$ cat src/rtl/alu_pkg.sv
// Shared types and constants for the register-mapped ALU bus and its command sequencer.
// The ALU registers are byte-wide, so command fields are fixed at 8 bits.
package alu_pkg;

    localparam logic [1:0] ALU_ADDR_A  = 2'd0;
    localparam logic [1:0] ALU_ADDR_B  = 2'd1;
    localparam logic [1:0] ALU_ADDR_OP = 2'd2;

    localparam logic RD = 1'b1;
    localparam logic WR = 1'b0;

    localparam int CMD_DW  = 8;
    localparam int CMD_IDW = 2;

    typedef enum logic [2:0] {
        IDLE,
        WR_A,
        WR_B,
        WR_OP,
        WAIT,
        RESP
    } seq_state_e;

    typedef struct packed {
        logic [CMD_DW-1:0]  a;
        logic [CMD_DW-1:0]  b;
        logic [CMD_DW-1:0]  op;
        logic [CMD_IDW-1:0] id;
    } alu_cmd_t;

endpackage

$ cat src/rtl/rr_arbiter.sv
// Round-robin grant: the first requester at or above rr_ptr wins, else the lowest requester overall.
module rr_arbiter #(
    parameter int NUM_REQ = 2,
    parameter int PTR_W   = $clog2(NUM_REQ)
) (
    input  logic [NUM_REQ-1:0] req,
    input  logic [PTR_W-1:0]   rr_ptr,
    output logic [NUM_REQ-1:0] grant
);

    logic [NUM_REQ-1:0] hi;
    logic               found;

    always_comb begin
        hi    = '0;
        grant = '0;
        found = 1'b0;
        for (int i = 0; i < NUM_REQ; i++) begin
            hi[i] = req[i] && (i >= int'(rr_ptr));
        end
        // Upper half first, then wrap to the bottom of the ring.
        for (int i = 0; i < NUM_REQ; i++) begin
            if (!found && hi[i]) begin
                grant[i] = 1'b1;
                found    = 1'b1;
            end
        end
        for (int i = 0; i < NUM_REQ; i++) begin
            if (!found && req[i]) begin
                grant[i] = 1'b1;
                found    = 1'b1;
            end
        end
    end

endmodule

$ cat src/rtl/alu_cmd_sequencer.sv
// Front-end for the ALU slave: arbitrates requesters, writes A/B/OP, waits the result
// latency, then returns the sampled res_out on a valid/ready response channel.
module alu_cmd_sequencer
    import alu_pkg::*;
#(
    parameter int NUM_REQ     = 2,
    parameter int DATA_WIDTH  = 8,
    parameter int RES_WIDTH   = 16,
    parameter int RES_LATENCY = 2
) (
    input  logic                            clk,
    input  logic                            reset,
    input  logic [NUM_REQ-1:0]              req_valid,
    output logic [NUM_REQ-1:0]              req_ready,
    input  logic [NUM_REQ*DATA_WIDTH-1:0]   req_a,
    input  logic [NUM_REQ*DATA_WIDTH-1:0]   req_b,
    input  logic [NUM_REQ*DATA_WIDTH-1:0]   req_op,
    output logic                            rsp_valid,
    input  logic                            rsp_ready,
    output logic [$clog2(NUM_REQ)-1:0]      rsp_id,
    output logic [RES_WIDTH-1:0]            rsp_data,
    output logic [1:0]                      addr,
    output logic [DATA_WIDTH-1:0]           wr_data,
    output logic                            rd_wr,
    output logic                            enable,
    input  logic [7:0]                      rd_data,
    input  logic [RES_WIDTH-1:0]            res_out
);

    localparam int IW    = $clog2(NUM_REQ);
    localparam int CNT_W = 4;

    seq_state_e         state, state_n;
    logic [IW-1:0]      rr_ptr, ptr_next, grant_idx;
    logic [NUM_REQ-1:0] grant;
    logic               hs;
    alu_cmd_t           cmd_q, cmd_d;
    logic [CNT_W-1:0]   cnt;
    logic               bus_en_d;
    logic [1:0]         bus_addr_d;
    logic [DATA_WIDTH-1:0] bus_data_d;
    logic               rd_data_unused;

    assign rd_data_unused = ^rd_data;

    rr_arbiter #(
        .NUM_REQ (NUM_REQ),
        .PTR_W   (IW)
    ) u_arb (
        .req    (req_valid),
        .rr_ptr (rr_ptr),
        .grant  (grant)
    );

    assign req_ready = (state == IDLE) ? grant : '0;
    assign hs        = |req_ready;

    always_comb begin
        grant_idx = '0;
        for (int i = 0; i < NUM_REQ; i++) begin
            if (grant[i]) grant_idx = IW'(i);
        end
    end

    assign ptr_next = (grant_idx == IW'(NUM_REQ - 1)) ? '0 : grant_idx + 1'b1;

    always_comb begin
        cmd_d = '0;
        for (int i = 0; i < NUM_REQ; i++) begin
            if (grant[i]) begin
                cmd_d.a  = req_a[i*DATA_WIDTH +: DATA_WIDTH];
                cmd_d.b  = req_b[i*DATA_WIDTH +: DATA_WIDTH];
                cmd_d.op = req_op[i*DATA_WIDTH +: DATA_WIDTH];
            end
        end
        cmd_d.id = CMD_IDW'(grant_idx);
    end

    always_ff @(posedge clk or negedge reset) begin
        if (!reset) state <= IDLE;
        else        state <= state_n;
    end

    always_comb begin
        state_n = state;
        case (state)
            IDLE:    if (hs) state_n = WR_A;
            WR_A:    state_n = WR_B;
            WR_B:    state_n = WR_OP;
            WR_OP:   state_n = WAIT;
            WAIT:    if (cnt == '0) state_n = RESP;
            RESP:    if (rsp_ready) state_n = IDLE;
            default: state_n = IDLE;
        endcase
    end

    // Bus outputs are registered off state_n so each write lands in its own state's cycle.
    // WR_A data comes straight from the granted requester since cmd_q loads on the same edge.
    always_comb begin
        bus_en_d   = 1'b0;
        bus_addr_d = addr;
        bus_data_d = wr_data;
        case (state_n)
            WR_A:  begin bus_en_d = 1'b1; bus_addr_d = ALU_ADDR_A;  bus_data_d = cmd_d.a;  end
            WR_B:  begin bus_en_d = 1'b1; bus_addr_d = ALU_ADDR_B;  bus_data_d = cmd_q.b;  end
            WR_OP: begin bus_en_d = 1'b1; bus_addr_d = ALU_ADDR_OP; bus_data_d = cmd_q.op; end
            default: ;
        endcase
    end

    always_ff @(posedge clk or negedge reset) begin
        if (!reset) begin
            rr_ptr    <= '0;
            cmd_q     <= '0;
            cnt       <= '0;
            rsp_valid <= 1'b0;
            rsp_id    <= '0;
            rsp_data  <= '0;
            enable    <= 1'b0;
            rd_wr     <= RD;
            addr      <= ALU_ADDR_A;
            wr_data   <= '0;
        end else begin
            if (hs) begin
                cmd_q  <= cmd_d;
                rr_ptr <= ptr_next;
            end
            if (state == WR_OP)
                cnt <= CNT_W'(RES_LATENCY - 1);
            else if (state == WAIT && cnt != '0)
                cnt <= cnt - 1'b1;
            if (state == WAIT && cnt == '0) begin
                rsp_data <= res_out;
                rsp_id   <= IW'(cmd_q.id);
            end
            rsp_valid <= (state_n == RESP);
            enable    <= bus_en_d;
            rd_wr     <= bus_en_d ? WR : RD;
            addr      <= bus_addr_d;
            wr_data   <= bus_data_d;
        end
    end

endmodule

$ cat config.mk
export PLATFORM = sky130hd
export DESIGN_NAME = alu_cmd_sequencer
export DESIGN_NICKNAME = d
export VERILOG_FILES = /design/src/rtl/alu_pkg.sv /design/src/rtl/rr_arbiter.sv /design/src/rtl/alu_cmd_sequencer.sv
export SDC_FILE = /design/constraint.sdc
export NUM_CORES = 1
export LEC_CHECK = 0
export ABC_AREA = 1
export CORE_ASPECT_RATIO = 2
export CORE_UTILIZATION = 44
export DETAILED_ROUTE_END_ITERATION = 10
export PLACE_DENSITY_LB_ADDON = 0.05
export SLEW_MARGIN = 20
export SYNTH_ARGS = -nofsm -noshare
export SYNTH_HDL_FRONTEND = slang
export SYNTH_HIERARCHICAL = 1
export SYNTH_SLANG_ARGS = --single-unit
$ cat constraint.sdc
create_clock -name clk -period 2.29 [get_ports clk]
set_input_delay 0.687 -clock clk [delete_from_list [all_inputs] [get_ports clk]]
set_output_delay 0.687 -clock clk [all_outputs]
set_load 0.01 [all_outputs]
==> flow_summary.json, run 1 <==
{
  "fp-utilization_pct": 45.8,
  "die-area_um2": 6600,
  "drv_cap": 0,
  "status": "finished, violations left",
  "reg2reg_depth": 9,
  "synth_area_per_cell_um2": 7.50,
  "whs_ns": 0.313,
  "worstSetupEndpoint": "req_ready[1]",
  "layout-drive-gt1-share_pct": 9.43,
  "clock_path_buffers": 2,
  "ant_nets": 0,
  "drc": 8,
  "ios": 109,
  "grt_usage_pct": 24.5,
  "area_delta_synth_final_pct": 46.8,
  "wirelength_met1_um": 2700,
  "core_um2": 6010,
  "vdd_drop_max_mv": 0.932,
  "violations": "DRC",
  "tap_cells": 63,
  "worstHoldPathType": "primary input to asynchronous set/reset pin",
  "cts_setup_buffers": 2,
  "grt.overflow.total": 0,
  "setup.worst_path.start_class": "primary input",
  "min_period_ns": 2.18,
  "yosys_warnings": 6,
  "ys.flop_type": "dfrtp_1",
  "cp_data_required_time_ns": 1.60,
  "busiest_layer": "met2",
  "yosys-stat-area_um2": 2750,
  "period_used_pct": 95.3,
  "rsz0062_at_grt": "no",
  "drt_pass1_iterations": 7,
  "final_core_util_pct": 67.3,
  "final.setup.tns_ns": 0,
  "slew_viol_final": 0,
  "place_ws_ns": -0.524,
  "grt_pass1_wl_um": 12400,
  "dp_hpwl_um": 5660,
  "wire_per_inst_um": 14.0,
  "r2r_slack_ns": 0.46,
  "hold_buffers": 0,
  "largest_cell_class": "sequential cells",
  "nNonClkBuffers": 117,
  "cts_tree": "done",
  "finalSetupViolations": 0,
  "portBuffers": 100,
  "r2r_start": "rr_ptr",
  "comb_area_um2": 1230,
  "num_vias": 2731,
  "comb-cell-share_pct": 30.3,
  "rows": 40,
  "clk_share_pct": 3.47,
  "leakage_nw": 2.08,
  "dp_cells": 530,
  "layout.area.seq_um2": 1380,
  "fmax_mhz": 458,
  "insertion_delay_ns": 0.29,
  "syn_area_um2": 2750,
  "cp.arrival_ns": 1.49,
  "routed-wl-met3_um": 407,
  "crit_type": "primary input to output port",
  "fin_total_pwr_mw": 4.89,
  "crit_path_end_kind": "output port",
  "slew_headroom_pct": 57.2
}
## run 1: power breakdown
part | internal, mW | switching [mW] | leakage (nW)
combinational | 1.09 | 1.35 | 1.32
clock | 0.400 | 0.335 | 0.0733
sequential | 1.45 | 0.268 | 0.683
total | 2.94 | 1.95 | 2.08
## run 1: critical path, cell delays in order
cell	delay [ns]
dlygate4sd2_1	0.24
buf_4	0.13
a21oi_2	0.13
nand3_1	0.11
inv_1	0.07
buf_2	0.13
## run 1: synth_stat cells (2+ instances only)
library cell / instances
nand4_1: 2
buf_6: 2
nand2_2: 3
nor2_4: 2
clkbuf_1: 4
o21ai_0: 3
ha_1: 2
nand3_1: 57
nor2_1: 6
dfrtp_1: 54
nand2_1: 196
buf_2: 8
inv_2: 4
inv_1: 12
## run 1: layout by cell type (no fill, tap or decap), types with 3 or more instances in the layout
cell             synthesis  layout
nand2_1                196     196
clkdlybuf4s50_1          0      95
nand3_1                 57      57
dfrtp_1                 54      54
buf_4                    0      14
inv_1                   12      12
nor2_1                   6       5
clkbuf_16                0       5
inv_2                    4       4
nand2_2                  3       3
o21ai_0                  3       3
clkinv_2                 0       3
buf_2                    8       3
buf_12                   0       3
## run 1: logic make-up after synthesis
| kind of cell | Yosys count | synth area share [%] |
|---|---|---|
| adder cells (fa/ha/maj) | 2 | 0.909 |
| AND-OR/OR-AND | 9 | 2.73 |
| flip-flops | 55 | 50.0 |
| XOR/XNOR | 1 | 0.318 |
| AND/OR/NAND/NOR | 267 | 40.5 |
| buffers and inverters | 33 | 5.50 |
## run 1: state kept, by name (all words and copies together) (netlist names)
register	cells
rsp_valid	1
cnt	4
enable	1
rd_wr	1
rr_ptr	1
wr_data	8
rsp_id	1
cmd_q	17
rsp_data	16
state	3
addr	2
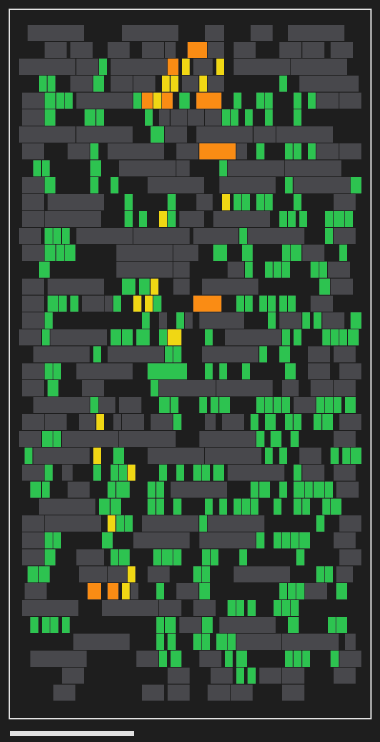
(run_1/logic_types.png)
The bar under the picture is 20 µm long.
- green: NAND gates (cells 259; most used nand2_1; where widely spread)
- orange: inverting AOI/OAI gates (cells 9; most used o21ai_0)
- yellow: inverters (cells 18; most used inv_1)

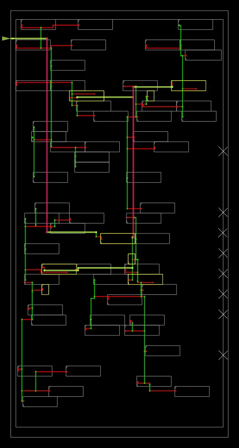
(run_1/clocks.png)
Clock Sinks: 55
layout clock buffer count: 5
Max Clock Skew: 0.00499 ns
clock buffer count from CTS: 5

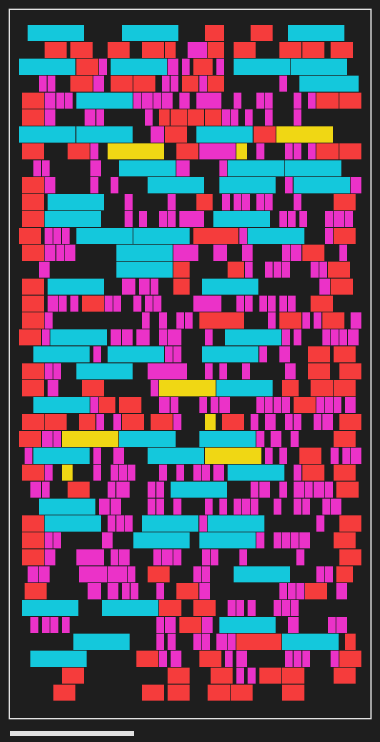
(run_1/placement_by_type.png)
The bar under the picture is 20 µm long.
- yellow: clock drivers and dummy loads (cells 8)
- red: other buffers and delay cells (cells 117)
- cyan: flops (cells 55)
- magenta: combinational and other logic (cells 297)

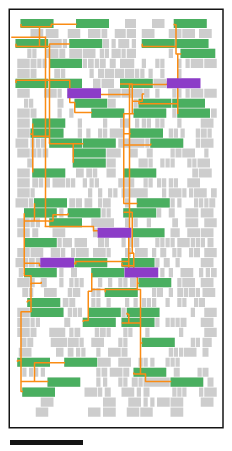
(run_1/clk_routes.png)
The bar under the picture is 20 µm long.
- purple: clock drivers (count 5)
- orange: clock wires (length 645 µm)
- green: flip-flops (count 55)
- flops lie: widely spread
- routed clock nets: 6

==> run_1/power_grid.png <==
Pins as bars on the die edge. Tap cells in grey.
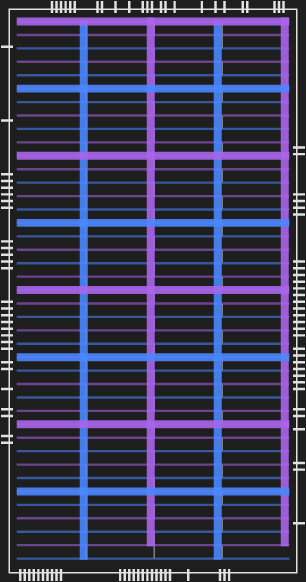

==> run 2, diff against run 1 <==
--- a/config.mk
+++ b/config.mk
@@ -6,12 +6,12 @@
 export NUM_CORES = 1
 export LEC_CHECK = 0
 export ABC_AREA = 1
+export ABC_CLOCK_PERIOD_IN_PS = 2290
 export CORE_ASPECT_RATIO = 2
-export CORE_UTILIZATION = 44
+export CORE_UTILIZATION = 45
 export DETAILED_ROUTE_END_ITERATION = 10
 export PLACE_DENSITY_LB_ADDON = 0.05
 export SLEW_MARGIN = 20
 export SYNTH_ARGS = -nofsm -noshare
 export SYNTH_HDL_FRONTEND = slang
-export SYNTH_HIERARCHICAL = 1
 export SYNTH_SLANG_ARGS = --single-unit
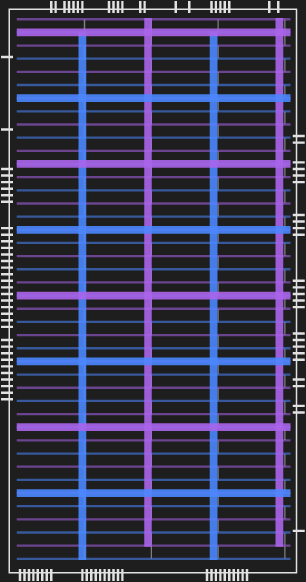
(run_2/power_grid.png)
Pins as bars on the die edge. Tap cells in grey.
- purple: VDD
- blue: VSS
- rows: 41
- tap cells: 86
- signal pins: 109
- met1 rails: 42
- met4 straps: 4
core box area: 6310 µm²
die height: 116 µm
die width: 59.1 µm

==> run 2 against run 1 <==
Against the previous run:
- the flow now finishes without violations
- register-to-register slack improved by 0.04 ns
- worst setup slack improved by 0.0013 ns
- flip-flop count did not move
- area after synthesis rose by 6.5%
- critical endpoint unchanged
- largest cell class unchanged
==> flow_summary.json, run 2 <==
{
  "fin_total_pwr_mw": 5.12,
  "slew_viol_final": 0,
  "grt_usage_pct": 23.1,
  "yosys-stat-area_um2": 2930,
  "regMostFlops": "cmd_q",
  "compound_area_share_pct": 0.896,
  "leakage_nw": 2.14,
  "worstHoldPathType": "primary input to asynchronous set/reset pin",
  "final.setup.tns_ns": 0,
  "clock_path_buffers": 2,
  "layout-drive-gt1-share_pct": 10.5,
  "status": "finished clean",
  "busiest_layer": "met2",
  "synth_dominant_cell_count": "nand2_1",
  "cpMostUsedCell": "dlygate4sd2_1",
  "ys.flop_type": "dfrtp_1",
  "path_cells": "dlygate4sd2_1 > nand2_4 > nand2_1 > nor2_4 > dlygate4sd2_1",
  "layout_top_cell": "nand2_1",
  "ios": 109,
  "rsz0062_at_grt": "no",
  "synth_area_per_cell_um2": 7.63,
  "num_vias": 2865,
  "swShare_pct": 39.9,
  "cp_data_required_time_ns": 1.60,
  "portBuffers": 100,
  "combPwrFrac_pct": 50.2,
  "crit_family": "buffers and inverters",
  "top_logic_kind": "simple AND/OR/NAND/NOR gates",
  "p_int_mw": 3.08,
  "critPathBufInv": 2,
  "slew_headroom_pct": 55.7,
  "dp_hpwl_um": 5550,
  "cts_setup_buffers": 0,
  "grt.overflow.total": 0,
  "setup.worst_path.start_class": "primary input",
  "cpPeakStageDelay_ns": 0.29,
  "reg2reg_depth": 6,
  "yosys_warnings": 0,
  "routed-wl-met3_um": 269,
  "cts_tree": "done",
  "min_period_ns": 2.18,
  "period_used_pct": 95.2,
  "crit_path_end_kind": "output port",
  "vdd_drop_max_mv": 0.680,
  "cts_made_buffers": 5
}
## run 2: cell types whose count changed in the layout (fill, tap and decap cells not counted), moves of 5 or more
cell,delta
nand2_1,-44
nand4_1,+11
nand3_1,+33
inv_1,+5
nand2_2,+8
## run 2: area by class of cell
type | instances | area, µm²
well taps | 86 | 108
clock buffers | 5 | 125
inverters | 23 | 91.3
flip-flops and latches | 55 | 1380
fillers | 576 | 2110
multi-input cells | 284 | 1330
repair buffers | 116 | 1120
clock inverters | 3 | 46.3
## run 2: repair_timing
item,in CTS,in global routing
gates resized,4,0
hold buffers,0,0
setup endpoints to repair,2,0
## run 2: path summary, 6_finish.rpt
check                        startpoint           end
max                        req_valid[0]  req_ready[1]
min                               reset    wr_data[5]
max reg2reg                    state[0]        rsp_id
min reg2reg                rsp_data[15]  rsp_data[15]
max in group asynchronous         reset         rd_wr
min in group clk           rsp_data[15]  rsp_data[15]
## run 2: power groups by stage
stage          Clock (mW)  Combinational [mW]  Sequential (mW)
2_1_floorplan           0                1.46             1.78
3_3_place_gp            0                2.54             1.68
3_5_place_dp            0                2.60             1.69
4_1_cts             0.889                2.61             1.67
5_1_grt             0.927                2.88             1.72
6_report            0.879                2.57             1.67
## run 2: through the flow
step / utilization, % / instances / setup slack, ns
2_1_floorplan: - / 384 / 0.412
3_3_place_gp: 63.9 / 564 / -0.391
3_5_place_dp: 63.9 / 564 / -0.402
4_1_cts: 66.6 / 572 / 0.101
5_1_grt: 66.6 / 572 / 0.0461
6_report: 66.6 / 572 / 0.110
## run 2: worst register-to-register path: stages, from the launching register on
cell	delay (ns)
dfrtp_1	0.41
nor2_4	0.17
nand2_1	0.11
inv_2	0.25
nand2_1	0.48
nand2_1	0.16
o21ai_1	0.08
==> run 3, diff against run 2 <==
--- a/config.mk
+++ b/config.mk
@@ -7,6 +7,7 @@
 export LEC_CHECK = 0
 export ABC_AREA = 1
 export ABC_CLOCK_PERIOD_IN_PS = 2290
+export CAP_MARGIN = 20
 export CORE_ASPECT_RATIO = 2
 export CORE_UTILIZATION = 45
 export DETAILED_ROUTE_END_ITERATION = 10
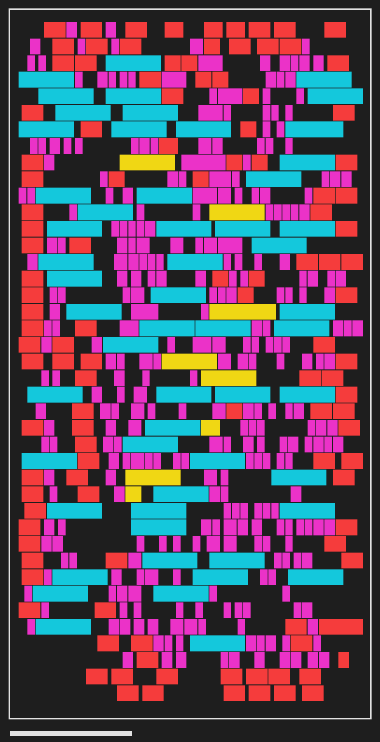
(run_3/placement_by_type.png)
The bar under the picture is 20 µm long.
- red: other buffers and delay cells (cells 116)
- yellow: clock drivers and dummy loads (cells 8)
- cyan: flops (cells 55)
- magenta: combinational and other logic (cells 307)

==> run 3 against run 2 <==
Against the previous run:
- die size stayed put
- critical path depth stayed put
- sequential power hardly changed
- first-iteration DRC count stayed put
- non-clock buffer count stayed put
- cell count stayed put
- clock-buffer cell count stayed put
- global-route usage stayed put
- clock power hardly changed
- critical path type unchanged
==> flow_summary.json, run 3 <==
{
  "status": "finished clean",
  "area_delta_synth_final_pct": 43.3,
  "cp-startpoint": "req_valid[0]",
  "swShare_pct": 39.9,
  "crit_family": "buffers and inverters",
  "fin_ws_ns": 0.110,
  "insertion_delay_ns": 0.30,
  "cpPeakStageDelay_ns": 0.29,
  "ys_sh_xor_pct": 0.299,
  "compound_area_share_pct": 0.896,
  "cp_slowest_cell": "dlygate4sd2_1",
  "cts_made_buffers": 5,
  "synth-async-reset-ratio_pct": 100,
  "reg2reg_depth": 6,
  "cts.sinks": 55,
  "r2r_start": "state[0]",
  "simple_gate_share_pct": 43.7,
  "leakage_nw": 2.14,
  "period_used_pct": 95.2,
  "clock_path_buffers": 2,
  "dp_hpwl_um": 5550,
  "path_cells": "dlygate4sd2_1 > nand2_4 > nand2_1 > nor2_4 > dlygate4sd2_1",
  "place_ws_ns": -0.402,
  "num_vias": 2865,
  "ant_nets": 0,
  "fp-utilization_pct": 46.5,
  "crit_path_end_kind": "output port",
  "rsz0062_at_grt": "no",
  "fmax_mhz": 459,
  "grt_usage_pct": 23.1,
  "layout_top_cell": "nand2_1",
  "synth_area_per_cell_um2": 7.63,
  "wire_per_inst_um": 12.9,
  "r2r_slack_ns": 0.50,
  "slew_viol_final": 0,
  "die_y_um": 116,
  "cp.arrival_ns": 1.49,
  "synthCells": 384,
  "setup.worst_path.start_class": "primary input",
  "critPathBufInv": 2,
  "reg_top3": "cmd_q: 17 flops, rsp_data: 16 flops, wr_data: 8 flops",
  "die-area_um2": 6860,
  "seq_power_share_pct": 32.7,
  "rr_endpoint": "rsp_id",
  "synth_adder_area_share_pct": 0.427,
  "worstHoldPathType": "primary input to asynchronous set/reset pin",
  "ys.flop_type": "dfrtp_1",
  "p_sw_mw": 2.04,
  "min_period_ns": 2.18,
  "core_um2": 6310,
  "synth_dominant_cell_count": "nand2_1",
  "die_w_um": 59.1,
  "final-hold-violation-count": 0,
  "finalSetupViolations": 0,
  "drc": 0,
  "cp_data_required_time_ns": 1.60,
  "syn_area_um2": 2930,
  "grt_pass1_wl_um": 12000,
  "yosys-top-cells-count": "nand2_1 (152), nand3_1 (90), dfrtp_1 (54), inv_1 (17), nand4_1 (13)",
  "grt.overflow.total": 0,
  "drv_cap": 0,
  "regMostFlops": "cmd_q",
  "edf_count": 0,
  "cts_tree": "done",
  "drt_pass1_iterations": 4,
  "clock_power_share_pct": 17.2,
  "final_layout_top_logic_cells": "nand2_1 (152), clkdlybuf4s50_1 (95), nand3_1 (90)",
  "rows": 41,
  "hold_buffers": 0,
  "largest_register_ffs": 17,
  "combPwrFrac_pct": 50.2,
  "cpMostUsedCell": "dlygate4sd2_1",
  "ios": 109,
  "slew_headroom_pct": 55.7,
  "yosys-stat-area_um2": 2930,
  "yosys_warnings": 0,
  "top_logic_kind": "simple AND/OR/NAND/NOR gates",
  "portBuffers": 100,
  "final.setup.tns_ns": 0,
  "ys_sh_mux_pct": 0,
  "p_int_mw": 3.08
}
[run 3: through the flow]
step | instance area, µm² | utilization (%) | power, mW | instances | hold slack [ns]
after floorplan | 2930 | - | 3.24 | 384 | 0.391
final | 4200 | 66.6 | 5.12 | 572 | 0.378
after global routing | 4200 | 66.6 | 5.53 | 572 | 0.415
after CTS | 4200 | 66.6 | 5.17 | 572 | 0.402
after global placement | 4040 | 63.9 | 4.22 | 564 | 0.454
after detailed placement | 4040 | 63.9 | 4.29 | 564 | 0.458
[run 3: cell type report]
type                    instances  area (µm²)
fillers                       576        2110
clock buffers                   5         125
repair buffers                116        1120
well taps                      86         108
inverters                      23        91.3
clock inverters                 3        46.3
flip-flops and latches         55        1380
multi-input cells             284        1330
[run 3: per-layer routing]
metal  GRT usage, %  vias to the layer above  part of all wire (%)
met2           44.8                       85                    56
met3           2.66                       10                   3.6
met4           8.89                        0                   1.7
li1               -                     1442                     -
met5              0                        -                     0
met1           24.3                     1328                    38
[run 3: worst max-delay path by stage]
stage                         endpoint  cells past startpoint
after floorplan           req_ready[1]                      4
after global placement    req_ready[1]                      4
after detailed placement  req_ready[1]                      5
after CTS                 req_ready[1]                      5
after global routing      req_ready[1]                      5
final                     req_ready[1]                      5
[run 3: what timing repair did]
| item | CTS | global route |
|---|---|---|
| endpoints found under the hold margin | 0 | 0 |
| resized | 4 | 0 |
| setup endpoints to repair | 2 | 0 |
| buffers inserted | 0 | 0 |
[run 3: power groups by stage]
stage                     Sequential [mW]  Combinational, mW  Clock [mW]
after global placement               1.68               2.54           0
after CTS                            1.67               2.61       0.889
after floorplan                      1.78               1.46           0
final                                1.67               2.57       0.879
after global routing                 1.72               2.88       0.927
after detailed placement             1.69               2.60           0
No activity file was given, so power comes from the tool's default toggle rates.
